[config.mk]
export PLATFORM = sky130hd
export DESIGN_NAME = tao_exu_ctrl
export DESIGN_NICKNAME = d
export VERILOG_FILES = /design/src/rtl/tao_exu_ctrl_pkg.sv /design/src/rtl/gnrl_dffr.sv /design/src/rtl/tao_wdt_cnt.sv /design/src/rtl/tao_exu_ctrl.sv
export SDC_FILE = /design/constraint.sdc
export NUM_CORES = 1
export LEC_CHECK = 0
export ABC_AREA = 1
export CAP_MARGIN = 5
export CORE_UTILIZATION = 45
export DETAILED_ROUTE_END_ITERATION = 7
export MAX_ROUTING_LAYER = met4
export PLACE_DENSITY = 0.78
export SYNTH_ARGS = -nofsm -noshare
export SYNTH_HDL_FRONTEND = slang
export SYNTH_HIERARCHICAL = 1
export SYNTH_SLANG_ARGS = --single-unit
[constraint.sdc]
create_clock -name clk -period 7 [get_ports clk]
set_clock_uncertainty 0.05 [all_clocks]
set_input_delay 1.4 -clock clk [delete_from_list [all_inputs] [get_ports clk]]
set_output_delay 1.4 -clock clk [all_outputs]
set_load 0.02 [all_outputs]
[src/rtl/tao_exu_ctrl_pkg.sv]
// Shared types for the tao execute-unit sequencer: state encoding and trap causes.
package tao_exu_ctrl_pkg;

  typedef enum logic [2:0] {
    ST_IDLE   = 3'd0,
    ST_F_REQ  = 3'd1,
    ST_F_WAIT = 3'd2,
    ST_EXEC   = 3'd3,
    ST_M_REQ  = 3'd4,
    ST_M_WAIT = 3'd5,
    ST_HALT   = 3'd6,
    ST_TRAP   = 3'd7
  } exu_state_e;

  typedef enum logic [1:0] {
    TRAP_NONE    = 2'd0,
    TRAP_IFETCH  = 2'd1,
    TRAP_LSU     = 2'd2,
    TRAP_TIMEOUT = 2'd3
  } trap_cause_e;

  // States that wait on an external handshake and are therefore watchdog-guarded.
  function automatic logic is_wait_state(input exu_state_e s);
    return (s == ST_F_REQ) || (s == ST_F_WAIT) || (s == ST_M_REQ) || (s == ST_M_WAIT);
  endfunction

endpackage

[src/rtl/gnrl_dffr.sv]
// Generic register with synchronous active-low reset to zero.
module gnrl_dffr #(
  parameter int unsigned DW = 1
) (
  input  logic          clk,
  input  logic          rst,
  input  logic [DW-1:0] d_i,
  output logic [DW-1:0] q_o
);

  logic [DW-1:0] q_q;

  always_ff @(posedge clk) begin
    if (!rst) begin
      q_q <= '0;
    end else begin
      q_q <= d_i;
    end
  end

  assign q_o = q_q;

endmodule

[src/rtl/tao_wdt_cnt.sv]
// Handshake watchdog: counts stalled cycles, flags the last allowed one (TIMEOUT-1).
module tao_wdt_cnt #(
  parameter int unsigned TIMEOUT = 256,
  parameter int unsigned CNT_W   = 9
) (
  input  logic clk,
  input  logic rst,
  input  logic clr_i,
  input  logic en_i,
  output logic expire_o
);

  localparam logic [CNT_W-1:0] LAST = CNT_W'(TIMEOUT - 1);

  logic [CNT_W-1:0] cnt_q;
  logic [CNT_W-1:0] cnt_d;

  always_comb begin
    cnt_d = cnt_q;
    if (clr_i) begin
      cnt_d = '0;
    end else if (en_i) begin
      cnt_d = cnt_q + CNT_W'(1);
    end
  end

  gnrl_dffr #(.DW(CNT_W)) u_cnt (
    .clk (clk),
    .rst (rst),
    .d_i (cnt_d),
    .q_o (cnt_q)
  );

  assign expire_o = (cnt_q == LAST);

endmodule

[src/rtl/tao_exu_ctrl.sv]
// Multi-cycle sequencer for the tao execute unit: FETCH -> EXEC -> (LSU) -> retire,
// with sticky HALT (ebreak) and TRAP (bus error / handshake timeout) terminal states.
module tao_exu_ctrl
  import tao_exu_ctrl_pkg::*;
#(
  parameter int unsigned TIMEOUT = 256,
  parameter int unsigned CNT_W   = 9
) (
  input  logic        clk,
  input  logic        rst,
  output logic        ifu_req_valid,
  input  logic        ifu_req_ready,
  input  logic        ifu_rsp_valid,
  input  logic        ifu_rsp_err,
  output logic        ir_wen,
  input  logic        dec_is_load,
  input  logic        dec_is_store,
  input  logic        dec_ebreak,
  input  logic        dec_rdwen,
  output logic        lsu_req_valid,
  input  logic        lsu_req_ready,
  input  logic        lsu_rsp_valid,
  input  logic        lsu_rsp_err,
  output logic        pc_wen,
  output logic        rf_wen,
  output logic        halt,
  output logic        trap,
  output logic [1:0]  trap_cause,
  output logic [31:0] inst_cnt,
  output logic [2:0]  state_o
);

  logic [2:0]  state_raw;
  exu_state_e  state_q;
  exu_state_e  state_d;
  logic [1:0]  cause_q;
  logic [1:0]  cause_d;
  logic        halt_q;
  logic        trap_q;
  logic [3:0]  flags_d;
  logic [3:0]  flags_q;
  logic        mem_rd_q;
  logic        mem_rd_d;
  logic [31:0] inst_cnt_q;
  logic [31:0] inst_cnt_d;
  logic        retire;
  logic        exit_evt;
  logic        in_wait;
  logic        wdt_clr;
  logic        wdt_expire;

  assign state_q = exu_state_e'(state_raw);
  assign in_wait = is_wait_state(state_q);

  always_comb begin
    state_d       = state_q;
    cause_d       = cause_q;
    mem_rd_d      = mem_rd_q;
    ifu_req_valid = 1'b0;
    lsu_req_valid = 1'b0;
    ir_wen        = 1'b0;
    pc_wen        = 1'b0;
    rf_wen        = 1'b0;
    retire        = 1'b0;
    exit_evt      = 1'b0;

    unique case (state_q)
      ST_IDLE: begin
        state_d = ST_F_REQ;
      end
      ST_F_REQ: begin
        ifu_req_valid = 1'b1;
        exit_evt      = ifu_req_ready;
        if (ifu_req_ready) begin
          state_d = ST_F_WAIT;
        end
      end
      ST_F_WAIT: begin
        exit_evt = ifu_rsp_valid;
        if (ifu_rsp_valid) begin
          if (ifu_rsp_err) begin
            state_d = ST_TRAP;
            cause_d = TRAP_IFETCH;
          end else begin
            ir_wen  = 1'b1;
            state_d = ST_EXEC;
          end
        end
      end
      ST_EXEC: begin
        if (dec_ebreak) begin
          retire  = 1'b1;
          state_d = ST_HALT;
        end else if (dec_is_load || dec_is_store) begin
          // Decoder outputs are only trusted in EXEC, so the load write-back decision is kept.
          mem_rd_d = dec_is_load & dec_rdwen;
          state_d  = ST_M_REQ;
        end else begin
          pc_wen  = 1'b1;
          rf_wen  = dec_rdwen;
          retire  = 1'b1;
          state_d = ST_F_REQ;
        end
      end
      ST_M_REQ: begin
        lsu_req_valid = 1'b1;
        exit_evt      = lsu_req_ready;
        if (lsu_req_ready) begin
          state_d = ST_M_WAIT;
        end
      end
      ST_M_WAIT: begin
        exit_evt = lsu_rsp_valid;
        if (lsu_rsp_valid) begin
          if (lsu_rsp_err) begin
            state_d = ST_TRAP;
            cause_d = TRAP_LSU;
          end else begin
            pc_wen  = 1'b1;
            rf_wen  = mem_rd_q;
            retire  = 1'b1;
            state_d = ST_F_REQ;
          end
        end
      end
      ST_HALT, ST_TRAP: begin
        state_d = state_q;
      end
    endcase

    // A handshake completing on the last allowed cycle takes precedence over the timeout.
    if (in_wait && wdt_expire && !exit_evt) begin
      state_d = ST_TRAP;
      cause_d = TRAP_TIMEOUT;
    end

    // Nothing leaves the block while reset is held, even if the old state was mid-transaction.
    if (!rst) begin
      ifu_req_valid = 1'b0;
      lsu_req_valid = 1'b0;
      ir_wen        = 1'b0;
      pc_wen        = 1'b0;
      rf_wen        = 1'b0;
    end
  end

  assign wdt_clr    = (state_d != state_q);
  assign inst_cnt_d = inst_cnt_q + 32'(retire);
  assign flags_d    = {(state_d == ST_HALT) || (state_d == ST_TRAP), state_d == ST_TRAP, cause_d};
  assign halt_q     = flags_q[3];
  assign trap_q     = flags_q[2];
  assign cause_q    = flags_q[1:0];

  gnrl_dffr #(.DW(3)) u_state (
    .clk (clk),
    .rst (rst),
    .d_i (state_d),
    .q_o (state_raw)
  );

  gnrl_dffr #(.DW(4)) u_flags (
    .clk (clk),
    .rst (rst),
    .d_i (flags_d),
    .q_o (flags_q)
  );

  gnrl_dffr #(.DW(1)) u_mem_rd (
    .clk (clk),
    .rst (rst),
    .d_i (mem_rd_d),
    .q_o (mem_rd_q)
  );

  gnrl_dffr #(.DW(32)) u_inst_cnt (
    .clk (clk),
    .rst (rst),
    .d_i (inst_cnt_d),
    .q_o (inst_cnt_q)
  );

  tao_wdt_cnt #(
    .TIMEOUT (TIMEOUT),
    .CNT_W   (CNT_W)
  ) u_wdt (
    .clk      (clk),
    .rst      (rst),
    .clr_i    (wdt_clr),
    .en_i     (in_wait),
    .expire_o (wdt_expire)
  );

  assign halt       = halt_q;
  assign trap       = trap_q;
  assign trap_cause = cause_q;
  assign inst_cnt   = inst_cnt_q;
  assign state_o    = state_raw;

endmodule
**The clock network**

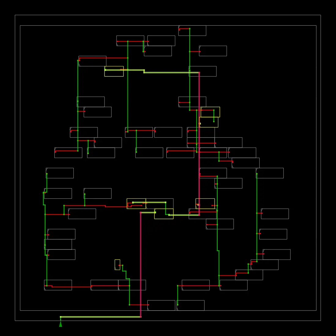
total clock sinks: 49
clk pwr: 165 µW
Num CTS Buffers: 5
Seq cells: 49
Late-Pin Clk Latency: 0.30 ns

**Metal 2**

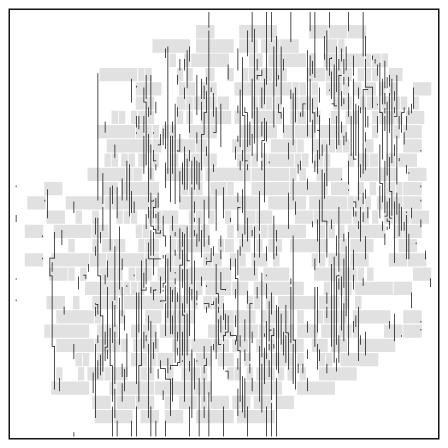
The layer carries 2730 µm of wire. The layer holds 45% of the routed length. 383 nets have wire on it.

**Routed metal, one colour a layer**

Two of the layers only.
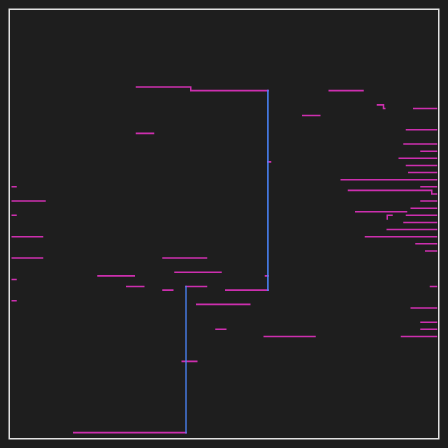
Key: magenta = met3 [wire length 303 µm]; blue = met4 [wire length 66.0 µm]
Global Route Usage Sum: 19.9%
Routed WL: 6080 µm

==> results.txt <==
run results: final setup fails=0, met2 Usage GRT=31.9%, Non-clock inverters=81, Min-Delay Startpoint=u_wdt/u_cnt/q_o[6]$_SDFF_PN0_, slack of the critical path=2.21 ns, GP Congestion=0.850, total negative slack=0 ns, most common cell in the synthesized netlist=nand2_1, dominant kind of cell=logic gates, Gates resized, CTS repair=0, worst r2r src=u_state/q_o[0]$_SDFF_PN0_, routed wl met2=2730 µm, H-Tree Depth=2, RSZ-0062 raised after global routing=false, vias=2596, Worst-path clk slew=0.08 ns, initial antenna violation count=0, share of power burned in the clock network=28.5%, worst rel slew slack=59.3%, status=finished, final reports clean, Post-synth EDFFs=0, sw frac=29.7%, top logic cell by instance count in the layout=nand2_1, Init Core Util=47.4%, logic gate fraction of the total cell area=42.8%, Synth Flop Type=dfxtp_1, floorplan net count=427, Inst Count DP=536, Cell Chain, Critical Path=clkdlybuf4s50_1 > buf_4 > inv_1 > nor3_1 > clkdlybuf4s50_1, layer with the highest usage=met2, Worst Max-Slew Pin Slew=0.605 ns, Root Driver=clkbuf_8, mux share=0%, ANT nets after route=0, HP Class=reg -> reg, maximum fanout along the worst path=50, FP Rows=28, sequential group share of total power=51.2%, Power Total=578 µW, crit-path most repeated cell=clkdlybuf4s50_1, Int Pwr=406 µW, Comb area=0.00151 mm², comb_multi_in=275, Comb group=117 µW, Yosys Warn Count=6, top cells by count=nand2_1 (108), inv_1 (75), dfxtp_1 (49), largest net degree at the start of global routing=51, tap cells=75, top cell type's share of synthesized area=34.3%, clock period minus worst slack=4.79 ns, adder share=1.75%, io pins=56, Avg WL per Cell=11.2 µm, met3 Usage GRT=4.00%, Via density=4.78, Hold EP=u_wdt/u_cnt/q_o[6]$_SDFF_PN0_, r2r worst-path depth=14, # Cells Yosys=411, post-CTS setup buffer count=0, Arrival @ worst endpoint=3.34 ns, worst hold stages=4, final-layout clock buffer total=7, synth unique cells=27, CTS tree=yes, max reg flops=32, hold_buf cts=0, non-clock buffer share of cell area=15.8%, first-pass GRT wire length=10100 µm, # diodes=0, CP max-delay cell=clkdlybuf4s50_1, fin cells=543, Post-synth regs=49, worst hold slack=0.502 ns, post-synth top area cell=dfxtp_1, MaxCap Viol Count=0
No activity file was given, so power comes from the tool's default toggle rates.
